--- src/rtl/pipe_reg_elastic.sv ---
`default_nettype none
// ============================================================================
//  Module      : pipe_reg_elastic
//  Description : Two-entry elastic pipeline register (main + skid) carrying
//                {pc, instr}, with hazard hold, branch flush and an optional
//                stall-cycle counter enabled by PIPE_REG_ELASTIC_PERF_EN.
//  Revision    : 1.0 - initial release
// ============================================================================
module pipe_reg_elastic #(
  parameter int unsigned           PC_W      = 32,
  parameter int unsigned           DATA_W    = 32,
  parameter logic [DATA_W-1:0]     NOP_INSTR = '0
) (
  input  logic              clk_i,
  input  logic              rst_i,
  input  logic              in_valid_i,
  output logic              in_ready_o,
  input  logic [PC_W-1:0]   pc_i,
  input  logic [DATA_W-1:0] instr_i,
  output logic              out_valid_o,
  input  logic              out_ready_i,
  output logic [PC_W-1:0]   pc_o,
  output logic [DATA_W-1:0] instr_o,
  input  logic              hold_i,
  input  logic              flush_i,
  output logic [1:0]        count_o,
  output logic [31:0]       stall_cnt_o
);

  // Encoding equals occupancy so count_o is the state itself.
  typedef enum logic [1:0] {
    EMPTY = 2'd0,
    ONE   = 2'd1,
    TWO   = 2'd2
  } state_t;

  state_t              r_state;
  state_t              w_state_nxt;
  logic [PC_W-1:0]     r_main_pc,    w_main_pc_nxt;
  logic [DATA_W-1:0]   r_main_instr, w_main_instr_nxt;
  logic [PC_W-1:0]     r_skid_pc,    w_skid_pc_nxt;
  logic [DATA_W-1:0]   r_skid_instr, w_skid_instr_nxt;
  logic                w_accept;
  logic                w_consume;

  assign in_ready_o  = (r_state != TWO) && !hold_i;
  assign out_valid_o = (r_state != EMPTY) && !hold_i;
  assign pc_o        = r_main_pc;
  assign instr_o     = r_main_instr;
  assign count_o     = r_state;

  assign w_accept  = in_valid_i && in_ready_o && !flush_i;
  assign w_consume = out_valid_o && out_ready_i && !flush_i;

  always_ff @(posedge clk_i or posedge rst_i) begin
    if (rst_i) begin
      r_state      <= EMPTY;
      r_main_pc    <= '0;
      r_main_instr <= NOP_INSTR;
      r_skid_pc    <= '0;
      r_skid_instr <= '0;
    end else begin
      r_state      <= w_state_nxt;
      r_main_pc    <= w_main_pc_nxt;
      r_main_instr <= w_main_instr_nxt;
      r_skid_pc    <= w_skid_pc_nxt;
      r_skid_instr <= w_skid_instr_nxt;
    end
  end

  // Main register is forced back to {0, NOP} whenever the stage empties so
  // the outputs read as a bubble without extra muxing.
  always_comb begin
    w_state_nxt      = r_state;
    w_main_pc_nxt    = r_main_pc;
    w_main_instr_nxt = r_main_instr;
    w_skid_pc_nxt    = r_skid_pc;
    w_skid_instr_nxt = r_skid_instr;
    if (flush_i) begin
      w_state_nxt      = EMPTY;
      w_main_pc_nxt    = '0;
      w_main_instr_nxt = NOP_INSTR;
      w_skid_pc_nxt    = '0;
      w_skid_instr_nxt = '0;
    end else begin
      case (r_state)
        EMPTY: begin
          if (w_accept) begin
            w_state_nxt      = ONE;
            w_main_pc_nxt    = pc_i;
            w_main_instr_nxt = instr_i;
          end
        end
        ONE: begin
          if (w_accept && w_consume) begin
            w_main_pc_nxt    = pc_i;
            w_main_instr_nxt = instr_i;
          end else if (w_accept) begin
            w_state_nxt      = TWO;
            w_skid_pc_nxt    = pc_i;
            w_skid_instr_nxt = instr_i;
          end else if (w_consume) begin
            w_state_nxt      = EMPTY;
            w_main_pc_nxt    = '0;
            w_main_instr_nxt = NOP_INSTR;
          end
        end
        TWO: begin
          if (w_consume) begin
            w_state_nxt      = ONE;
            w_main_pc_nxt    = r_skid_pc;
            w_main_instr_nxt = r_skid_instr;
            w_skid_pc_nxt    = '0;
            w_skid_instr_nxt = '0;
          end
        end
        default: begin
          w_state_nxt      = EMPTY;
          w_main_pc_nxt    = '0;
          w_main_instr_nxt = NOP_INSTR;
        end
      endcase
    end
  end

`ifdef PIPE_REG_ELASTIC_PERF_EN
  logic [31:0] r_stall_cnt;

  always_ff @(posedge clk_i or posedge rst_i) begin
    if (rst_i) begin
      r_stall_cnt <= '0;
    end else if (flush_i) begin
      r_stall_cnt <= '0;
    end else if ((r_state != EMPTY) && (hold_i || !out_ready_i) &&
                 (r_stall_cnt != 32'hFFFF_FFFF)) begin
      r_stall_cnt <= r_stall_cnt + 32'd1;
    end
  end

  assign stall_cnt_o = r_stall_cnt;
`else
  assign stall_cnt_o = '0;
`endif

endmodule
`default_nettype wire

--- config.mk ---
export PLATFORM = sky130hd
export DESIGN_NAME = pipe_reg_elastic
export DESIGN_NICKNAME = d
export VERILOG_FILES = /design/src/rtl/pipe_reg_elastic.sv
export SDC_FILE = /design/constraint.sdc
export NUM_CORES = 1
export LEC_CHECK = 0
export CAP_MARGIN = 20
export CORE_MARGIN = 5
export CORE_UTILIZATION = 30
export CTS_BUF_LIST = sky130_fd_sc_hd__clkbuf_16
export DETAILED_ROUTE_END_ITERATION = 6
export HOLD_SLACK_MARGIN = 0.08
export PLACE_DENSITY = 0.63
export SYNTH_ARGS = -nofsm -noshare
export SYNTH_HDL_FRONTEND = slang
export SYNTH_SLANG_ARGS = --single-unit
--- constraint.sdc ---
create_clock -name clk_i -period 7.67 [get_ports clk_i]
set_clock_uncertainty 0.15 [all_clocks]
set_input_delay 1.534 -clock clk_i [delete_from_list [all_inputs] [get_ports clk_i]]
set_output_delay 1.534 -clock clk_i [all_outputs]
set_load 0.1 [all_outputs]
Floorplan with the power grid:
Drawn at 2 px/µm. Pins as bars on the die edge.
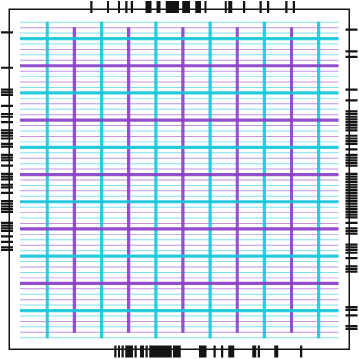
- purple: VDD
- cyan: VSS
- rows: 58
- met4 straps: 11
- met1 rails: 59
- signal pins: 170
chip height: 169 µm
Die Span X: 169 µm
Core Region: 25100 µm²

Cell classes on the final placement:
Drawn at 3 px/µm. Fill, decap, tap and diode cells in grey.
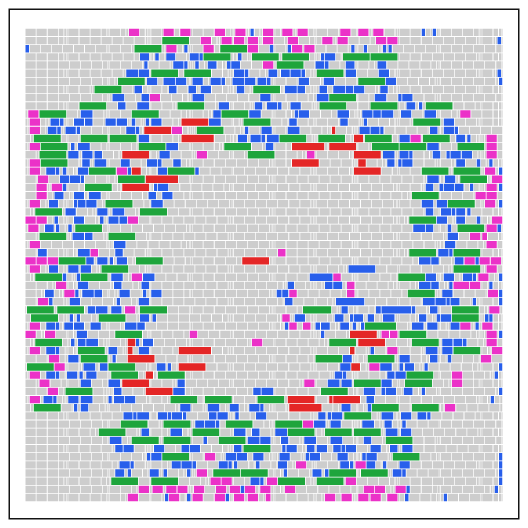
- magenta: remaining buffers and delay cells (cells 151)
- red: clock drivers and dummy loads (cells 32)
- green: registers (cells 130)
- blue: remaining logic cells (cells 509)

Where the registers sit:
Drawn at 3 px/µm. Other sequential cells in the stronger grey, the rest of the logic in the fainter grey.
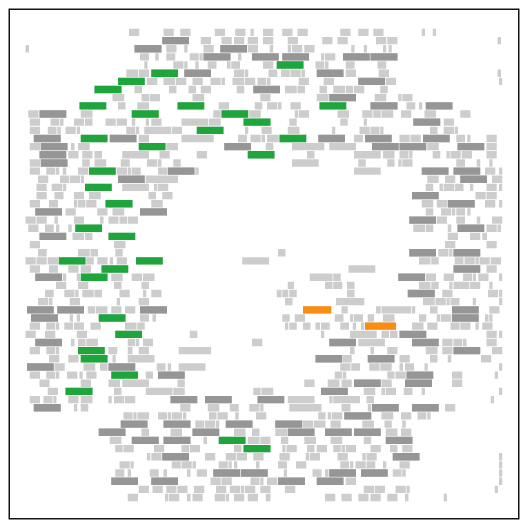
- green: `r_skid_instr` (flops 32)
- orange: `count_o` (flops 2)
- not coloured: 96
seq pwr: 0.768 mW
sequential cell area: 3260 µm²

Routing congestion:
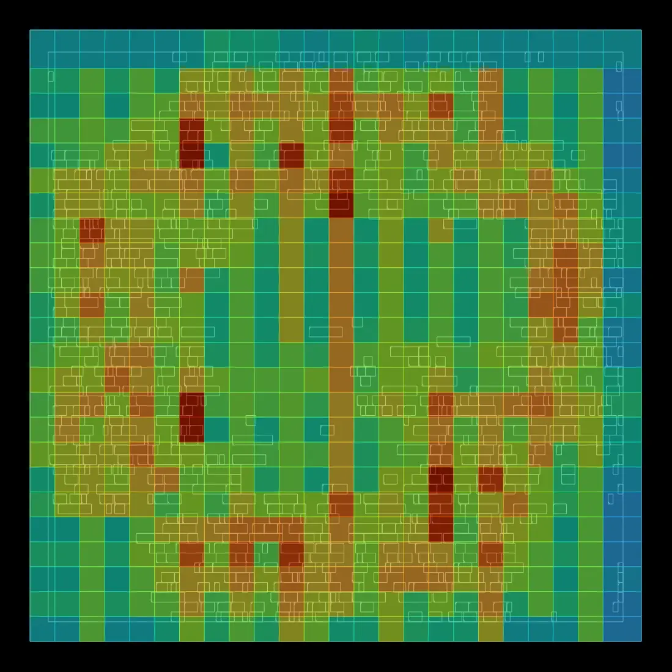
grt met3 use: 0.0361
wire per inst: 19.2 µm

Clock network drawn from the DEF:
Drawn at 3 px/µm.
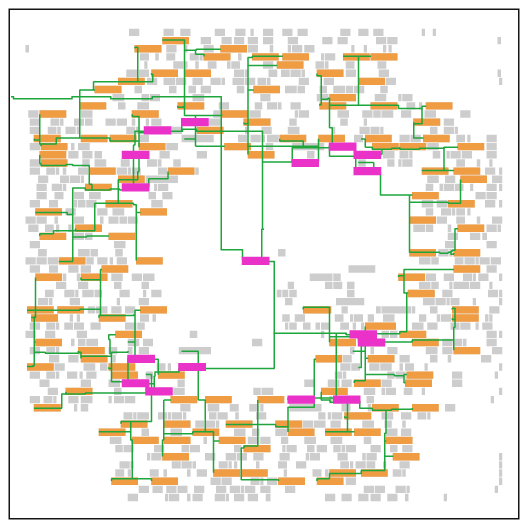
- magenta: clock-net drivers (count 17)
- orange: flip-flops (count 130)
- green: clock wires (length 2060 µm)
- flops lie: widely spread
- routed clock nets: 18
clock-net power: 0.895 mW
clock share of power: 0.405
clk_lat worst skew: 0.41 ns

## worst paths after layout
check                                startpoint         endpoint  slack, ns  cells past startpoint
worst max-delay path                     hold_i       in_ready_o       2.33                      3
worst min-delay path            r_skid_instr[0]  r_skid_instr[0]       0.34                      1
worst max register to register       count_o[1]      instr_o[15]       4.00                      5
worst min register to register  r_skid_instr[0]  r_skid_instr[0]       0.34                      1
max in group asynchronous                 rst_i          pc_o[5]       4.60                      3
min in group asynchronous                 rst_i      instr_o[11]       1.41                      2
## cell families after synthesis
logic type / count (synthesis) / share of synthesized area
flip-flops: 130 / 0.427
buffers and inverters: 177 / 0.112
AND-OR/OR-AND: 136 / 0.170
XOR/XNOR: 1 / 0.00115
multiplexers: 129 / 0.180
other: 1 / 0.000493
AND/OR/NAND/NOR: 144 / 0.109
## cell type report
cell class	count	area share
repair buffers	151	0.152
inverters	67	0.0265
clock buffers	17	0.0439
well taps	330	0.0426
flip-flops and latches	130	0.336
clock inverters	15	0.0223
multi-input cells	442	0.376
## state kept, by name (all words and copies together), names as in the netlist
| signal | cells |
|---|---|
| pc_o | 32 |
| r_skid_instr | 32 |
| count_o | 2 |
| r_skid_pc | 32 |
| instr_o | 32 |
## placed cells by master (no fill, tap or decap), drive strengths merged, types with 2 or more instances in the layout
cell           Yosys  final
clkinvlp           0      3
a21oi              2      2
a211o              2      2
buf               59     16
nand2b             2      2
clkbuf            51     17
mux2i             64     64
o32ai             64     64
a32oi              2      2
clkinv             0      6
bufinv             0      5
nand2             66     66
nand3b             2      2
inv               67     68
nor2               5      5
clkdlybuf4s50      0    135
nor3b             64     64
dfrtp            130    130
mux2              65     65
conb               1     32
o32a              64     64
## critical path, cell delays in order
cell,delay (ns)
clkdlybuf4s50_1,0.68
nor2_1,0.23
clkdlybuf4s50_1,1.19
## Yosys cell counts, drive strengths merged
library cell,count
a211o,2
a21oi,2
a221oi,1
a32oi,2
and2b,1
buf,59
clkbuf,51
conb,1
dfrtp,130
inv,67
mux2,65
mux2i,64
nand2,66
nand2b,2
nand3b,2
nor2,5
nor2b,1
nor3,1
nor3b,64
nor4bb,1
o31ai,1
o32a,64
o32ai,64
or2,1
xor2,1
## through the flow
step	area (µm²)	std cells
2_1_floorplan	7730	749
3_3_place_gp	9030	1119
3_5_place_dp	9050	1120
4_1_cts	9690	1152
5_1_grt	9690	1152
6_report	9690	1152
## where the power goes
part           leakage [nW]  switching, mW  total [mW]  internal [mW]
Sequential             1.72         0.0286       0.768          0.739
Combinational          1.73          0.388       0.547          0.160
Clock                 0.308          0.320       0.895          0.575
## metal layers
metal | track usage | up-vias
met1 | 0.210 | 3056
met4 | 0.0336 | 0
li1 | - | 2771
met3 | 0.0361 | 9
met2 | 0.259 | 169
met5 | 0 | -
==> impl_metrics.toml <==
# physical design summary
[detailed_routing]
routed-wl-met3_um = 1170
route.detailed.drc = 0
wl_met2_um = 10500
top_layer = "met4"
drt_iter0_markers = 371
dr.pass1.iters = 5
num_vias = 6005
routed_via_density = 5.21
drtAntennaViolNets = 0
drt_wl_total_um = 22200
m1WireLength_um = 10400

[pwr]
report.power.total_mw = 2.21
vdd_drop_max_mv = 0.111
p_per_area_nw_per_um2 = 228
leakage_nw = 3.76

[synthesis]
syn_area_um2 = 7610
ys_warn_count = 0
yosysTopAreaCell = "dfrtp_1"
synth_cell_type_count = 30
numSynthFlops = 130
ys_chip_area_um2 = 7610
syn_avg_cell_area_um2 = 10.6
synth_cells = 718
ys_seq_frac = 0.427
top_area_frac = 0.427
ys_cells = 718
synthTopCellsByArea = "dfrtp_1 43%, mux2_1 8.9%, mux2i_1 8.4%"

[final_timing]
rsz0062_at_grt = "no"
finalClockPeriodUsage = 0.697
fmax_mhz = 187
setup_ws_ns = 2.33
hold_viol_final = 0
maxSlewViolCount = 0
worst_slew_pin_slew_ns = 1.05
hold-worst-slack_ns = 0.340
timing.final.crit_period_ns = 5.34
fin_tns_setup_ns = 0
relSlewSlack = 0.301
finalSetupViolCount = 0

[floorplanning]
ios = 170
fp_util = 0.303
num_rows = 58
chipArea_um2 = 28700

[cts]
clock_sinks = 130
cts_root_buffer = "clkbuf_16"
cts_made_buffers = 17
hold_buffers = 0
clkTransAtPathRegs_ns = 0.06
htreeDepth = 4
cts_resized = 0
cts_tree = "yes"
clk_path_buf_depth = 2
cts_setup_buffers = 0

[finish]
post-route-util = 0.386
n_antenna_cell = 0
syn_to_final_growth_pct = 27.3
n_fill_cell = 2549
finalNetCount = 879
drive_gt1_frac = 0.0754
logic_area_um2 = 3650

[setup_path]
crit_path_max_fanout = 12
path_class = "primary input to primary output"
cp-end-kind = "primary output"
startpoint_type = "primary input"
critical_path_required_ns = 5.99
arrival_ns = 3.66

[outcome]
status = "completed"

[grt]
grt_usage = 0.156
grt_max_degree = 74
antenna_found_initial = 0
grt_pass1_wl_um = 36000
grt_pass1_vias = 6207
grt-ovfl-total = 0

[placement]
numPortBuffers = 137
hpwl_um = 12900
dp_slack_ns = 2.33
gp_congestion = 0.691

[worst_hold_path]
hp-class = "flop to flop"

[run]
maxCapViolations = 0
warnings = 26
No activity file was given, so power comes from the tool's default toggle rates.
